`src/rtl/id_ex_stage.sv`:
```
// ID/EX pipeline register with EX/MEM and MEM/WB operand forwarding; 1-cycle latency.
// stall holds contents (held operands refreshed from WB); flush or id_valid=0 loads a bubble.
module id_ex_stage #(
  parameter int DATA_W = 32
) (
  input  logic              clk,
  input  logic              reset,
  input  logic              id_valid,
  input  logic [4:0]        id_rs,
  input  logic [4:0]        id_rt,
  input  logic [4:0]        id_rd,
  input  logic [DATA_W-1:0] id_rs_data,
  input  logic [DATA_W-1:0] id_rt_data,
  input  logic [DATA_W-1:0] id_imm,
  input  logic [1:0]        id_alu_op,
  input  logic [5:0]        id_funct,
  input  logic              id_alu_src,
  input  logic              id_reg_dst,
  input  logic              id_reg_write,
  input  logic              stall,
  input  logic              flush,
  input  logic              exm_reg_write,
  input  logic [4:0]        exm_rd,
  input  logic [DATA_W-1:0] exm_result,
  input  logic              wb_reg_write,
  input  logic [4:0]        wb_rd,
  input  logic [DATA_W-1:0] wb_data,
  output logic [DATA_W-1:0] a,
  output logic [DATA_W-1:0] b,
  output logic [1:0]        Alu_op,
  output logic [5:0]        funct,
  output logic              ex_valid,
  output logic [4:0]        ex_dest,
  output logic              ex_reg_write,
  output logic [DATA_W-1:0] ex_store_data
);

  logic              r_valid;
  logic [4:0]        r_rs;
  logic [4:0]        r_rt;
  logic [4:0]        r_dest;
  logic [DATA_W-1:0] r_rs_data;
  logic [DATA_W-1:0] r_rt_data;
  logic [DATA_W-1:0] r_imm;
  logic [1:0]        r_alu_op;
  logic [5:0]        r_funct;
  logic              r_alu_src;
  logic              r_reg_write;

  logic              w_bubble;
  logic              w_exm_rs_hit;
  logic              w_exm_rt_hit;
  logic              w_wb_rs_hit;
  logic              w_wb_rt_hit;
  logic [DATA_W-1:0] w_fwd_rs;
  logic [DATA_W-1:0] w_fwd_rt;

  assign w_bubble = reset || flush || (!stall && !id_valid);

  always_ff @(posedge clk) begin
    if (w_bubble) begin
      r_valid     <= 1'b0;
      r_rs        <= '0;
      r_rt        <= '0;
      r_dest      <= '0;
      r_rs_data   <= '0;
      r_rt_data   <= '0;
      r_imm       <= '0;
      r_alu_op    <= '0;
      r_funct     <= '0;
      r_alu_src   <= 1'b0;
      r_reg_write <= 1'b0;
    end else if (!stall) begin
      r_valid     <= 1'b1;
      r_rs        <= id_rs;
      r_rt        <= id_rt;
      r_dest      <= id_reg_dst ? id_rd : id_rt;
      r_rs_data   <= id_rs_data;
      r_rt_data   <= id_rt_data;
      r_imm       <= id_imm;
      r_alu_op    <= id_alu_op;
      r_funct     <= id_funct;
      r_alu_src   <= id_alu_src;
      r_reg_write <= id_reg_write;
    end else begin
      // Held instruction absorbs register-file writes so its operands stay current.
      if (wb_reg_write && (wb_rd != 5'd0) && (wb_rd == r_rs)) r_rs_data <= wb_data;
      if (wb_reg_write && (wb_rd != 5'd0) && (wb_rd == r_rt)) r_rt_data <= wb_data;
    end
  end

  assign w_exm_rs_hit = r_valid && exm_reg_write && (exm_rd != 5'd0) && (exm_rd == r_rs);
  assign w_exm_rt_hit = r_valid && exm_reg_write && (exm_rd != 5'd0) && (exm_rd == r_rt);
  assign w_wb_rs_hit  = r_valid && wb_reg_write  && (wb_rd  != 5'd0) && (wb_rd  == r_rs);
  assign w_wb_rt_hit  = r_valid && wb_reg_write  && (wb_rd  != 5'd0) && (wb_rd  == r_rt);

  assign w_fwd_rs = w_exm_rs_hit ? exm_result : (w_wb_rs_hit ? wb_data : r_rs_data);
  assign w_fwd_rt = w_exm_rt_hit ? exm_result : (w_wb_rt_hit ? wb_data : r_rt_data);

  assign a             = w_fwd_rs;
  assign b             = r_alu_src ? r_imm : w_fwd_rt;
  assign ex_store_data = w_fwd_rt;
  assign Alu_op        = r_alu_op;
  assign funct         = r_funct;
  assign ex_valid      = r_valid;
  assign ex_dest       = r_dest;
  assign ex_reg_write  = r_reg_write;

endmodule

```
`config.mk`:
```
export PLATFORM = sky130hd
export DESIGN_NAME = id_ex_stage
export DESIGN_NICKNAME = d
export VERILOG_FILES = /design/src/rtl/id_ex_stage.sv
export SDC_FILE = /design/constraint.sdc
export NUM_CORES = 1
export LEC_CHECK = 0
export ABC_AREA = 1
export CAP_MARGIN = 25
export CORE_MARGIN = 2
export CORE_UTILIZATION = 45
export CTS_CLUSTER_DIAMETER = 120
export DETAILED_ROUTE_END_ITERATION = 10
export PLACE_DENSITY = 0.83
export REMOVE_ABC_BUFFERS = 1
export SYNTH_ARGS = -nofsm -noshare
export SYNTH_HDL_FRONTEND = slang
export SYNTH_SLANG_ARGS = --single-unit
```
`constraint.sdc`:
```
create_clock -name clk -period 2 [get_ports clk]
set_input_delay 0.4 -clock clk [delete_from_list [all_inputs] [get_ports clk]]
set_output_delay 0.4 -clock clk [all_outputs]
set_load 0.005 [all_outputs]
```
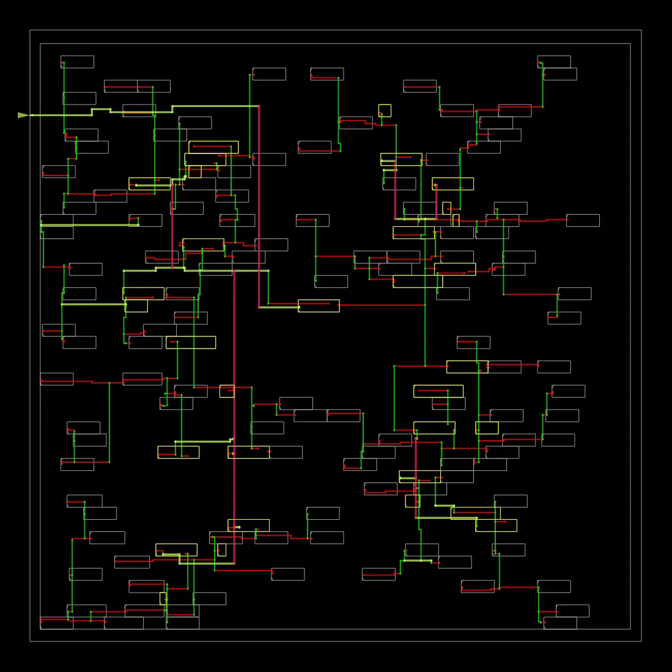
run_1/clocks.png
CTS sink cnt: 122
clock buffers: 21
flop count: 122
CTS buffer count: 17
Clock Skew: 0.00761 ns

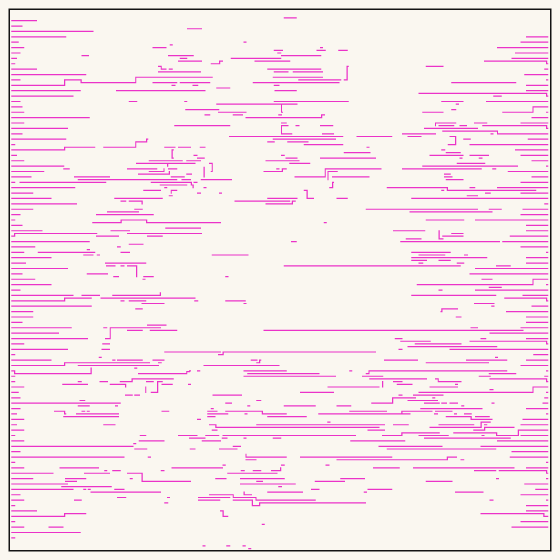
run_1/layer_met3.png
The longest straight run is 65.3 um. The layer carries 4430 um of wire.
final wirelength: 38000 um
DR vias: 10900
GRT met3 Usage: 10.1%

==> flow_summary_export.csv, run 1 <==
group,metric,value,unit
setup_path,startpoint,"r_rs[0]",
grt,grt_max_degree,92,
min_path,holdPathEnd,"Alu_op[0]",
floorplanning,rows,48,
cells_and_area,inverters_excl_clock,121,
setup_path,cpMostUsedCell,"buf_12",
outcome,violations,"negative setup slack",
grt,grt_pass1_wl,51900,um
final_timing,fmax,362,MHz
cells_and_area,comb_share,39.7,%
setup_path,cp-start-kind,"register",
pwr,vdd_ir_drop_max,0.588,mV
yosys,syn_area_per_cell,6.05,sq um
clocking,htree_num_levels,4,
grt,top_usage_layer,"met2",
floorplanning,fp_util,45.9,%
yosys,ys_ff,122,
outcome,status,"finished with violations",
pwr,p_clk,0.00349,W
setup_path,worst-r2r-setup-slack,0.06,ns
cells_and_area,dominant_cells,"multi-input combinational cells",
grt,grt-ovfl-total,0,
setup_path,crit_required,1.60,ns
final_timing,tns,-53.54,ns
pwr,leakage,6.27,nW
drt,drt_iter0_drc,1069,
floorplanning,die_w,136,um
setup_path,cp.arrival,2.36,ns
cells_and_area,syn2layout_area_growth,71.2,%
cells_and_area,diodes,0,
cells_and_area,combGateArea,5350,sq um
final_timing,final_max_slew_viol_count,0,
clocking,clockBufferDepth,2,
clocking,postCtsSetupBuffers,28,
drt,route.met2.wl,17700,um
yosys,yosys_warnings,0,
yosys,syn_inst,1303,
pwr,powerComb,0.00146,W
setup_path,cp_slowest_stage_delay,0.35,ns
drt,viasPerCell,5.78,
final_timing,post-route-worst-setup-slack,-0.765,ns
cells_and_area,seq_area,2460,sq um
floorplanning,die-height,136,um
final_timing,setup_viol,96,
clocking,clkLatencyLatePin,0.43,ns
cells_and_area,final_nets,1854,
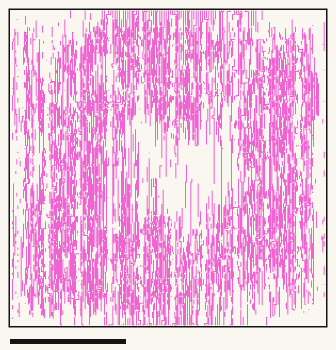
run_1/layer_met2.png
Scale bar: 50 um.
The layer holds 47% of the routed length. The layer carries 17700 um of wire. The longest straight run is 51.0 um.
met2 usage: 61.0%

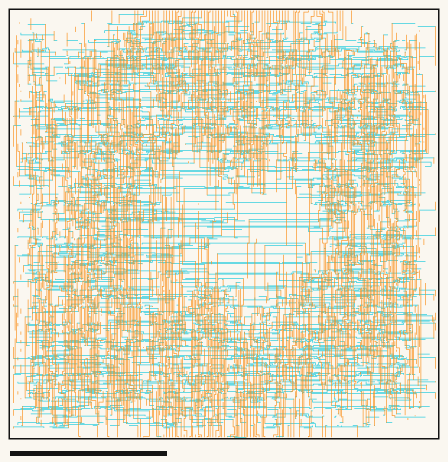
run_1/wires.png
Scale bar: 50 um. Only two layers are drawn.
metal 2: drawn in orange, wire length 17700 um. metal 1: drawn in cyan, wire length 13500 um.
Global Route Usage Sum: 36.0%
wire per inst: 20.1 um

==> run 1: synth_stat cells, drive strengths merged <==
cell type	count	area [sq um]
nor2	23	96.4
nor3	7	46.3
a211oi	5	37.5
a21oi	116	581
xnor2	9	78.8
dfxtp	122	2440
o21ai	41	205
xor2	9	78.8
nand4	1	6.26
and2	32	200
nand2	458	1740
buf	58	354
nand3	228	1140
clkbuf	39	146
inv	121	454
nand3b	34	268
==> run 1: stage by stage <==
stage	cell area [sq um]	util (%)	setup slack [ns]	total power [W]
6_report	13500	78.5	-0.765	0.00748
2_1_floorplan	7380	-	-2.85	0.00302
3_3_place_gp	11500	67.1	-0.923	0.00386
5_1_grt	13500	78.5	-0.841	0.00770
3_5_place_dp	11500	67.1	-0.970	0.00388
4_1_cts	13100	76.2	-0.722	0.00735
--- run 2 (diff from run 1) ---
--- a/config.mk
+++ b/config.mk
@@ -6,10 +6,10 @@
 export NUM_CORES = 1
 export LEC_CHECK = 0
 export ABC_AREA = 1
-export CAP_MARGIN = 25
-export CORE_MARGIN = 2
+export CAP_MARGIN = 10
+export CORE_MARGIN = 1.5
 export CORE_UTILIZATION = 45
-export CTS_CLUSTER_DIAMETER = 120
+export CTS_CLUSTER_DIAMETER = 200
 export DETAILED_ROUTE_END_ITERATION = 10
 export PLACE_DENSITY = 0.83
 export REMOVE_ABC_BUFFERS = 1
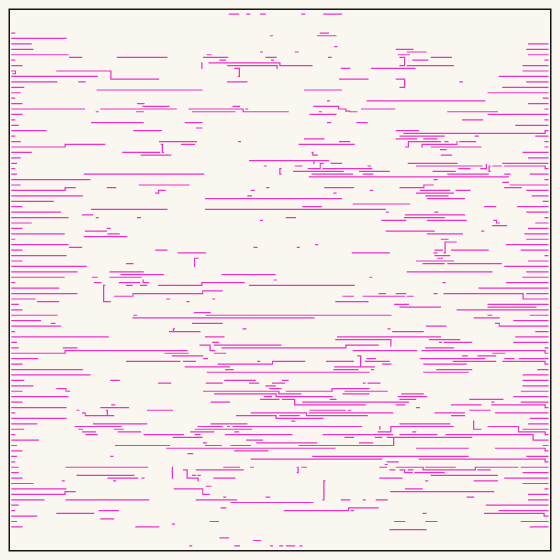
run_2/layer_met3.png
The wires run mostly horizontal. 389 nets have wire on it. The layer carries 4370 um of wire.

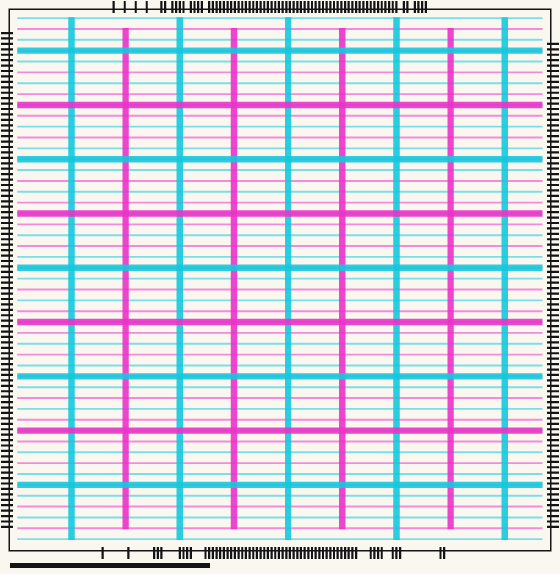
run_2/power_grid.png
Scale bar: 50 um. Pins as bars on the die edge.
VSS: drawn in cyan. VDD: drawn in magenta.
The core has 48 rows. 9 straps on met4. 314 signal pins sit on the boundary. 9 straps on met5. 49 met1 rails follow the rows.

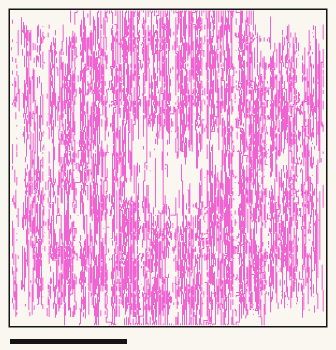
run_2/layer_met2.png
Scale bar: 50 um.
The longest straight run is 55.0 um. The layer carries 18600 um of wire. 1642 nets have wire on it. The wires run mostly vertical.
DR vias: 11200
met2 usage: 60.5%

==> run 2 against run 1 <==
  * The run still ends with negative setup slack left
  * Final cell count is 1.0% higher
  * Sequential power barely moved
  * Area after synthesis unchanged
  * Clock power is 13% lower
  * Utilization increased by 4.2 points
  * Synthesized cell count is the same
  * First-iteration DRC count is 28% higher
  * Hold slack improved by 0.053 ns
  * Critical path depth did not move
  * Setup slack improved by 0.048 ns
  * Wire length increased by 5.0%
  * Largest power group unchanged
==> flow_summary_export.csv, run 2 <==
group,metric,value,unit
setup_path,cp-start-kind,"register",
yosys,synth_top_area_share,31.0,%
setup_path,startpoint,"r_rs[0]",
cells_and_area,fin_util,82.7,%
grt,top_usage_layer,"met2",
cells_and_area,syn2layout_area_growth,80.4,%
pwr,vdd_ir_drop_max,0.603,mV
placement,placed_area,11500,sq um
outcome,status,"finished with violations",
yosys,enable_flop_cells,0,
outcome,violations,"negative setup slack",
clocking,clockBufferDepth,2,
final_timing,fmax,368,MHz
cells_and_area,final_nets,1876,
clocking,clkLatencyLatePin,0.43,ns
setup_path,crit_required,1.60,ns
grt,grtUsageTotal,36.3,%
floorplanning,rows,48,
yosys,yosys.cell_count.top_type,"nand2_1",
final_timing,setup_viol,96,
pwr,powerComb,0.00149,W
floorplanning,die-height,135,um
final_timing,post-route-worst-setup-slack,-0.717,ns
setup_path,worst-r2r-setup-slack,0.15,ns
yosys,ys_ff,122,
yosys,flop_cell,"dfxtp_1",
==> run 2: cell counts after synthesis <==
Identical to the previous run, type by type.
==> run 2: worst max-delay path, cell delays in order, from the launching register on <==
cell	delay (ns)
dfxtp_4	0.36
xnor2_2	0.14
nand3_2	0.13
nor3_4	0.30
buf_6	0.19
clkbuf_16	0.14
buf_4	0.10
buf_4	0.10
nand3_1	0.09
nand3_2	0.11
nand2_1	0.06
dlymetal6s2s_1	0.15
==> run 2: layout make-up <==
type | instances | area (sq um)
clock buffers | 20 | 457
flip-flops and latches | 122 | 2460
well taps | 225 | 282
inverters | 121 | 464
clock inverters | 9 | 100
fillers | 1056 | 2970
repair buffers | 448 | 4620
multi-input cells | 963 | 5830
Power and IR drop assume default switching activity.
